## src/rtl/hough_vote_arbiter.sv

```systemverilog
// rtl/hough_vote_arbiter.sv - round-robin vote arbiter with RMW increment and clear sequencer for a Hough accumulator
// Optional macro HOUGH_VOTE_SATURATE_EN: saturate bin increments instead of wrapping.
module hough_vote_arbiter #(
   parameter int NUM_REQ     = 2,
   parameter int R_WIDTH     = 13,
   parameter int ANGLE_WIDTH = 8,
   parameter int R_BIAS      = 1024,
   parameter int R_BITS      = 11,
   parameter int COUNT_WIDTH = 8
) (
   input  logic                           clk,
   input  logic                           reset,
   input  logic [NUM_REQ-1:0]             req_valid,
   input  logic [NUM_REQ*R_WIDTH-1:0]     req_r,
   input  logic [NUM_REQ*ANGLE_WIDTH-1:0] req_angle,
   output logic [NUM_REQ-1:0]             req_ready,
   input  logic                           clear_start,
   output logic                           clear_busy,
   output logic [6+R_BITS-1:0]            acc_raddr,
   input  logic [COUNT_WIDTH-1:0]         acc_rdata,
   output logic [6+R_BITS-1:0]            acc_waddr,
   output logic [COUNT_WIDTH-1:0]         acc_wdata,
   output logic                           acc_we,
   output logic                           busy,
   output logic [15:0]                    dropped_count
);

   localparam int AW = 6 + R_BITS;
   localparam int PW = (NUM_REQ > 1) ? $clog2(NUM_REQ) : 1;

   typedef enum logic [1:0] {S_IDLE, S_CLEAR_WAIT, S_CLEAR} state_t;

   state_t                 state_q, state_d;
   logic [PW-1:0]          rr_q, rr_d;
   logic                   b_valid_q, b_valid_d;
   logic [AW-1:0]          b_addr_q, b_addr_d;
   logic                   fwd_we_q, fwd_we_d;
   logic [AW-1:0]          fwd_addr_q, fwd_addr_d;
   logic [COUNT_WIDTH-1:0] fwd_data_q, fwd_data_d;
   logic [AW-1:0]          clr_addr_q, clr_addr_d;
   logic [15:0]            drop_q, drop_d;

   logic [NUM_REQ-1:0]     grant;
   logic [PW-1:0]          gidx;
   logic                   found;
   int                     idx;
   logic                   xfer;
   logic [R_WIDTH-1:0]     sel_r;
   logic [5:0]             sel_ang;
   logic signed [R_WIDTH:0] rb;
   logic                   in_range;
   logic [AW-1:0]          vote_addr;
   logic [COUNT_WIDTH-1:0] old_cnt;
   logic [COUNT_WIDTH-1:0] inc_cnt;

   always_comb begin
      grant = '0;
      gidx  = '0;
      found = 1'b0;
      idx   = 0;
      if (!reset && state_q == S_IDLE) begin
         for (int k = 0; k < NUM_REQ; k++) begin
            idx = (int'(rr_q) + k) % NUM_REQ;
            if (!found && req_valid[idx]) begin
               found      = 1'b1;
               gidx       = PW'(idx);
               grant[idx] = 1'b1;
            end
         end
      end
   end

   assign req_ready = grant;
   assign xfer      = |grant;
   assign sel_r     = req_r[int'(gidx)*R_WIDTH +: R_WIDTH];
   assign sel_ang   = req_angle[int'(gidx)*ANGLE_WIDTH + 2 +: 6];
   assign rb        = $signed({sel_r[R_WIDTH-1], sel_r}) + $signed((R_WIDTH+1)'(R_BIAS));
   assign in_range  = ~rb[R_WIDTH] & ~|(rb[R_WIDTH-1:0] >> R_BITS);
   assign vote_addr = {sel_ang, rb[R_BITS-1:0]};

   // Read-first RAM: a write issued last cycle to the same bin is not yet visible in acc_rdata.
   assign old_cnt = (fwd_we_q && fwd_addr_q == b_addr_q) ? fwd_data_q : acc_rdata;

`ifdef HOUGH_VOTE_SATURATE_EN
   assign inc_cnt = (old_cnt == '1) ? old_cnt : old_cnt + 1'b1;
`else
   assign inc_cnt = old_cnt + 1'b1;
`endif

   always_comb begin
      state_d    = state_q;
      rr_d       = rr_q;
      b_valid_d  = 1'b0;
      b_addr_d   = b_addr_q;
      clr_addr_d = clr_addr_q;
      drop_d     = drop_q;
      acc_we     = 1'b0;
      acc_waddr  = '0;
      acc_wdata  = '0;
      acc_raddr  = '0;

      if (b_valid_q) begin
         acc_we    = 1'b1;
         acc_waddr = b_addr_q;
         acc_wdata = inc_cnt;
      end

      if (xfer) begin
         rr_d = (gidx == PW'(NUM_REQ-1)) ? '0 : gidx + 1'b1;
         if (in_range) begin
            acc_raddr = vote_addr;
            b_valid_d = 1'b1;
            b_addr_d  = vote_addr;
         end else if (drop_q != 16'hFFFF) begin
            drop_d = drop_q + 16'd1;
         end
      end

      case (state_q)
         S_IDLE: begin
            if (clear_start) state_d = S_CLEAR_WAIT;
         end
         S_CLEAR_WAIT: begin
            // Grants are off here, so whatever sits in stage B retires this cycle.
            state_d    = S_CLEAR;
            clr_addr_d = '0;
         end
         S_CLEAR: begin
            acc_we     = 1'b1;
            acc_waddr  = clr_addr_q;
            acc_wdata  = '0;
            clr_addr_d = clr_addr_q + 1'b1;
            if (clr_addr_q == '1) state_d = S_IDLE;
         end
         default: state_d = S_IDLE;
      endcase

      fwd_we_d   = acc_we;
      fwd_addr_d = acc_waddr;
      fwd_data_d = acc_wdata;
   end

   always_ff @(posedge clk) begin
      if (reset) begin
         state_q    <= S_IDLE;
         rr_q       <= '0;
         b_valid_q  <= 1'b0;
         b_addr_q   <= '0;
         fwd_we_q   <= 1'b0;
         fwd_addr_q <= '0;
         fwd_data_q <= '0;
         clr_addr_q <= '0;
         drop_q     <= '0;
      end else begin
         state_q    <= state_d;
         rr_q       <= rr_d;
         b_valid_q  <= b_valid_d;
         b_addr_q   <= b_addr_d;
         fwd_we_q   <= fwd_we_d;
         fwd_addr_q <= fwd_addr_d;
         fwd_data_q <= fwd_data_d;
         clr_addr_q <= clr_addr_d;
         drop_q     <= drop_d;
      end
   end

   assign clear_busy    = (state_q != S_IDLE);
   assign busy          = clear_busy | b_valid_q;
   assign dropped_count = drop_q;

endmodule

```

## config.mk

```make
export PLATFORM = sky130hd
export DESIGN_NAME = hough_vote_arbiter
export DESIGN_NICKNAME = d
export VERILOG_FILES = /design/src/rtl/hough_vote_arbiter.sv
export SDC_FILE = /design/constraint.sdc
export NUM_CORES = 1
export LEC_CHECK = 0
export CORE_ASPECT_RATIO = 1.75
export CORE_MARGIN = 5
export CORE_UTILIZATION = 48
export CTS_BUF_LIST = sky130_fd_sc_hd__clkbuf_16
export CTS_CLUSTER_SIZE = 8
export DETAILED_ROUTE_END_ITERATION = 16
export PLACE_DENSITY = 0.9
export SKIP_CTS_REPAIR_TIMING = 1
export SYNTH_ARGS = -nofsm -noshare
export SYNTH_HDL_FRONTEND = slang
export SYNTH_SLANG_ARGS = --single-unit
```

## constraint.sdc

```tcl
create_clock -name clk -period 4.8 [get_ports clk]
set_clock_uncertainty 0.1 [all_clocks]
set_input_delay 0.96 -clock clk [delete_from_list [all_inputs] [get_ports clk]]
set_output_delay 0.96 -clock clk [all_outputs]
set_load 0.01 [all_outputs]
```

==> images/floorplan.png <==
Scale bar: 20 um. Pins as bars on the die edge. Tap cells in grey.
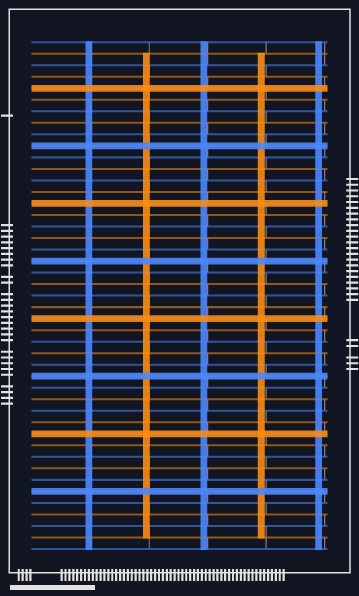
Blue stands for VSS. Orange stands for VDD.
The core has 44 rows. 118 signal pins sit on the boundary. 8 straps on met5. 115 tap cells. 45 met1 rails follow the rows.
horizontal die size: 80.1 um
overall die height: 133 um

==> images/class_map.png <==
Scale bar: 20 um.
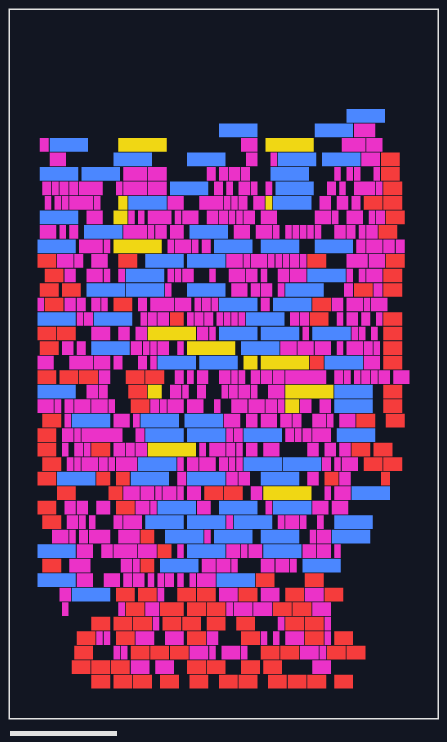
Red stands for remaining buffers and delay cells, cells 122, share of their area 22%. Yellow stands for clock drivers and dummy loads, cells 15, share of their area 4.8%. Magenta stands for remaining logic cells, cells 398, share of their area 44%. Blue stands for registers, cells 80, share of their area 29%.

==> results.txt <==
Here are the numbers from the latest Yosys + OpenROAD run.

In this run, the combinational gates consume 24.2% of the power. The class occupying the most area after layout is reported as combinational gates. The OpenROAD warning count came out at 34. The wire length on met2 came out at 6300 um. The synthesis warning total came out at 0. The count of library flops with an enable pin is 0.

The number of combinational gates with multiple inputs came out at 388. Per the synthesis report, the AND-OR/OR-AND share of the synthesized area is 8.78%. STA lists the startpoint of the worst hold path as clr_addr_q[5]. The relative slew slack is 42.0%. Fill cells in the final layout number 626.

The library cell occupying the most area in the post-synthesis netlist is dfxtp_1. The length in cells of the worst reg-to-reg path is 13. The congestion estimate from routability-driven global placement came to 0.851.

The synthesized flop and latch total came out at 80. Yosys reports that the leading cell type by area covers 38.8% of the netlist area. The final timing report derives a shortest allowable period of 4.70 ns. The worst setup path is launched from a primary input. The start point of the critical path is req_valid[0]. The sum of negative setup slack came out at 0 ns. The via count of the routed design is 3922. The clock share of power is 34.4%. The core occupancy in the finished layout is 67.4%.

The final setup violation count came out at 0. The number of pins exceeding their max-slew limit in the final report is 0. The worst path required time is 3.74 ns. The overall power consumption came out at 1.77 mW. The worst hold margin came out at 0.409 ns. The simple logic cell fraction of the synthesized area came out at 28.5%.

The floorplan report lists the tap cell count as 115. The initialized floorplan defines 44 standard-cell rows. The aggregate routed wire length is 11700 um.

The number of nets at the end of the flow is 675. The register area came out at 1600 um2. The wire length of the first global-routing pass is 18900 um.

The routed wirelength normalized by instance count came out at 16.1 um. The clock-pin slew on the worst setup and hold paths came out at 0.06 ns. The slowest stage of the critical path is the clkdlybuf4s50_1 cell. The initial DRC count is 272. Per the timing report, the achievable frequency comes out to 0.213 GHz. The launch point of the worst register-to-register path is recorded as state_q[0]. In this run the layout overhead on the synthesized area is reported as 36.6%. The share of flip-flops with an asynchronous set or reset came out at 0%.

Of the total power, the share spent switching nets is 30.0%. The most frequently placed logic cell in the final layout is clkdlybuf4s50_1. The power in the clock group came out at 0.608 mW. The maximum fanout encountered on the critical timing path came out at 9. The final non-filler cell total came out at 730. The leakage power is 2.01 nW. The multiplexer fraction of the synthesized cell area is 6.42%. The clock network latency to the later pin of the worst-skew pair came out at 0.33 ns. Global routing used 4.90% of the available met3 tracks.

Looking at the hold checks, the worst path lands on clr_addr_q[5]. Summed over all sequential cells, the power is 0.731 mW. The met1 layer usage reported by global route came out at 23.7%. The tree is rooted in a clkbuf_16. The number of max-capacitance violations reported came out at 0. The met2 usage came out at 40.3%.

The number of antenna violations at the first check in global routing came out at 0. The post-synthesis cell type count came out at 44. The final antenna diode tally reported by the flow is 0. Sequential cells were found to cover 38.8% of the synthesized design area.

The maximum vdd ir drop is 0.000333 V. In this run the full chip footprint comes out at 10600 um2. The final hold violation count came out at 0. The xor and xnor fraction of the mapped netlist area came out at 11.2%. The heaviest power group is registers. The quantity of I/O buffers inserted on ports is 113. Looking at the clock tree report, the maximum root-to-sink buffer count equals 2. The length of routed met3 wiring is 785 um. The number of H-tree branching levels came out at 3. The stat command in Yosys gives a chip area of 4130 um2. Signal nets in the final route climb as high as met4.

TritonCTS built the clock tree. The fraction of area in clock buffers and inverters is 4.68%. The type of the worst min-delay path is flip-flop to flip-flop. The inverter count of the layout excluding clock inverters came out at 10.

The worst slack at placement is 0.0214 ns. Per the layout report, the design carries 9 clock buffers. The global route stage reports its total congestion overflow as 0. The via count of the first global-routing pass is 4045. The number of buffers other than clock buffers in the final layout came out at 122.

By instance count after routing, the leading logic cell types are clkdlybuf4s50_1, dfxtp_1, nor2_1. The capture point of the worst reg-to-reg path is dropped_count[6]. For reference, the top cells by count after synthesis are dfxtp_1, nor2_1, nand2_1, xnor2_1, o21ai_0.

The flow ran to the end, and the final reports show no timing, DRC or antenna violations. Measured on the final layout, buffering overhead outside the clock network stands at 21.2%. The power per unit of standard cell area came out at 313 nW/um2. The analysis attributes to net switching a power of 0.530 mW. The arrival time of the worst setup path came out at 3.64 ns. The footprint of the multi-input gates came out at 2400 um2. The worst-case register-to-register setup slack is 1.39 ns. The type of destination of the critical path is an output port.

The layout report gives the multi-input gate share of total cell area as 42.5%. The combinational power came out at 0.428 mW. The STA report counts the stages on the worst setup path as 11. After synthesis the cells add up to 4130 um2. The largest single stage delay on the critical path is 0.55 ns.

The internal power of the cells totals 1.24 mW. The critical path buffer and inverter count is 2. The floorplan step defined a core boundary enclosing 8370 um2. The half-perimeter wire length after placement came out at 8750 um. The largest registers in the layout are b_addr_q x17, clr_addr_q x17, fwd_addr_q x17. The remaining antenna violation count after routing came out at 0. The final worst setup slack is 0.0951 ns. The average footprint of a synthesized cell came out at 8.26 um2. The number of buffers added by the clock tree synthesis step came out at 9. In the per-layer breakdown of the detailed-route log, met1 shows 4240 um. The script parses the final routing iteration and logs DRC violations as 0. In this design, the largest share of critical-path delay is due to buffers and inverters. The number of top-level design ports is 118. The global router reports that the layer with the highest usage is met2. The post-placement cell count came out at 712.

The fraction of layout instances using a drive strength above 1 is 7.48%.
No activity file was given, so power comes from the tool's default toggle rates.
